Fig. 1: clock wires, drivers and flops
Scale: 4 px per um.
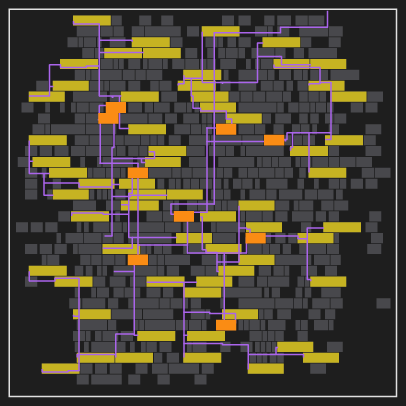
Fig. 2: placement density heat map
Scale: 4 px per um. The die is cut into 10 by 10 equal tiles; white is low, dark blue is high, 0 to 100% covered.
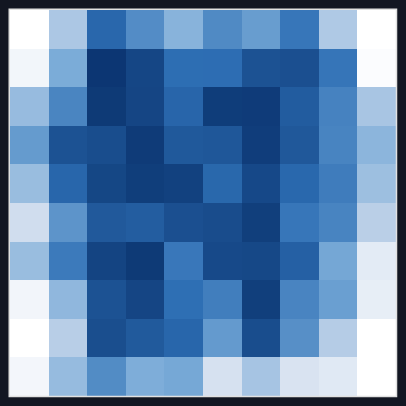
Fig. 3: signal wires on met1
Scale: 3 px per um. Supply wires on this layer in gray.
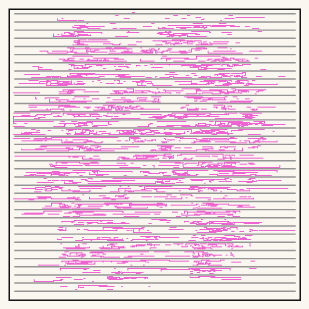
==> config.mk <==
export PLATFORM = sky130hd
export DESIGN_NAME = pipeline_stall_controller
export DESIGN_NICKNAME = d
export VERILOG_FILES = /design/src/rtl/pipeline_stall_controller.sv
export SDC_FILE = /design/constraint.sdc
export NUM_CORES = 1
export LEC_CHECK = 0
export ABC_AREA = 0
export CAP_MARGIN = 40
export CORE_UTILIZATION = 40
export CTS_BUF_LIST = sky130_fd_sc_hd__clkbuf_2 sky130_fd_sc_hd__clkbuf_4 sky130_fd_sc_hd__clkbuf_8
export DETAILED_ROUTE_END_ITERATION = 10
export GPL_TIMING_DRIVEN = 0
export MAX_ROUTING_LAYER = met4
export PLACE_DENSITY = 0.66
export SYNTH_ARGS = -nofsm -noshare
export SYNTH_HDL_FRONTEND = slang
export SYNTH_SLANG_ARGS = --single-unit
==> constraint.sdc <==
create_clock -name clk -period 1.6 [get_ports clk]
set_input_delay 0.24 -clock clk [delete_from_list [all_inputs] [get_ports clk]]
set_output_delay 0.24 -clock clk [all_outputs]
set_load 0.03 [all_outputs]
==> reports/results.ini <==
[synth]
ys.flops=62
ys_async_sr_fraction_pct=100

[power_and_ir_drop]
p_sw_share_pct=25.3
cellPowerDensity_mw_per_mm2=601
pwr-share-seq_pct=46.1
pwr-share-comb_pct=12.8

[global_routing]
gr-total-overflow=0
grt_pass1_vias=3247

[worst_setup_path]
cp-start-kind=flop

[sta]
drv_slew=0
final_critical_path_setup_slack_ns=-0.227
period_minus_slack_ns=1.83
max_slew_margin_pct=59.7
hold_violations=0
worstMarginPinSlew_ns=0.605
setup_viol=50

[routing]
viasPerCell=5.54
drt-initial-drc-count=179

[clock_network]
htree_levels=3
holdBufCountCts=5
cts_setup_buffers=34

[run_status]
status=complete, but fails checks
violations=setup timing

[floorplanning]
die_w_um=96.5

[place]
gp_congestion=0.855

## Picture notes: Fig. 1
- clock drivers: orange (count 9)
- clock wires: purple (length 917 um)
- flip-flops: yellow (count 62)
- routed clock nets: 10
clock skew after layout: 0.0133 ns
clock power share: 41.2%

## Picture notes: Fig. 2
- nearly empty tiles: 6.0%
- fullest tile: 97%
- tiles over 75% full: 44%
- densest ninth of the die: center
- emptiest ninth of the die: south-east
initial core utilization: 41.1%
core area: 0.00868 mm^2
Final Util: 67.4%

## Picture notes: Fig. 3
- longest straight run: 28.1 um
- main direction: horizontal
final wirelength: 10.9 mm
grt met1 use: 29.7%
routed via count: 3564

[Yosys cell counts (all sizes together) (2+ instances only)]
library cell | n | area [um^2]
nand3 | 16 | 80.1
ha | 7 | 87.6
nor2b | 3 | 18.8
clkbuf | 7 | 46.3
and2 | 9 | 57.6
or2 | 3 | 18.8
a31oi | 3 | 18.8
or4 | 2 | 15.0
xnor2 | 25 | 219
dfrtp | 62 | 1550
o21ai | 14 | 70.1
a211oi | 7 | 52.6
nand3b | 2 | 15.0
buf | 7 | 58.8
nor3 | 17 | 85.1
nor4 | 12 | 100
mux2i | 5 | 50.1
nor4b | 3 | 26.3
a21oi | 19 | 98.9
xor2 | 6 | 52.6
nand4 | 17 | 113
o32ai | 3 | 26.3
and3 | 4 | 25.0
nor2 | 55 | 206
o311ai | 2 | 17.5
o21bai | 2 | 26.3
o31ai | 3 | 22.5
o2111ai | 2 | 17.5
and4 | 5 | 45.0
or3 | 6 | 37.5
nand2b | 4 | 25.0
a31o | 2 | 17.5
inv | 21 | 78.8
nand2 | 23 | 86.3
[cell families (layout without fill, tap and decap cells)]
group	Yosys count	in the layout	synth area share (%)
xor gates and xnor gates	31	31	7.61
DFF	62	62	43.5
and+or+nand+nor	184	184	27.6
buffers and inverters	35	181	5.15
muxes	6	6	1.72
AOI/OAI and AO/OA	64	64	12.1
adders and majority gates	7	7	2.45
[power groups by stage]
stage               combinational [W]  clock (W)  sequential, W
global placement             0.000280          0        0.00164
global route                 0.000484    0.00154        0.00162
floorplan                    0.000153          0        0.00165
detailed placement           0.000289          0        0.00164
finish                       0.000450    0.00145        0.00162
CTS                          0.000365    0.00146        0.00161
[through the flow]
step           hold WS (ns)  cell area (um^2)  setup TNS [ns]  util (%)  total power, W
6_report              0.381              5850           -5.25      67.4         0.00352
3_5_place_dp          0.217              4490          -29.23      51.7         0.00193
5_1_grt               0.411              5850          -10.17      67.4         0.00365
2_1_floorplan       -0.0556              3730           -1.17         -         0.00181
4_1_cts               0.316              5230           -4.73      60.3         0.00344
3_3_place_gp          0.532              4470         -294.21      51.5         0.00192
[worst max-delay path, stage by stage, from the launching register on]
cell      delay (ns)
dfrtp_1         0.44
inv_2           0.06
ha_2            0.17
and4bb_2        0.22
a21oi_2         0.12
o31ai_2         0.08
or4_4           0.43
o32ai_4         0.20
[cell usage in the layout, fill, tap and decap left out, types with 7 or more instances in the layout]
cell and instances:
nor3_1 7, xnor2_1 25, clkbuf_8 12, dlygate4sd2_1 51, nand4_1 16, nand3_1 10, nor2_1 53, a21oi_1 8
buf_4 45, nor4_4 11, inv_1 17, nand2_1 20, dfrtp_2 35, a21oi_2 9, buf_6 28, dfrtp_1 27
[cell type report]
type | count | area share, %
multi-input cells | 292 | 42.2
clock buffers | 14 | 2.87
repair buffers | 131 | 21.1
clock inverters | 2 | 0.599
plain buffers | 13 | 2.10
flip-flops and latches | 62 | 27.3
well taps | 108 | 2.31
inverters | 21 | 1.52
[metal layers]
metal	routed length [um]	track usage, %	up-vias
met5	0	-	-
met4	210	7.11	0
met3	519	4.30	20
met2	5610	36.7	95
met1	4600	29.7	1768
li1	-	-	1681
Power is estimated from default activity; no workload was simulated.
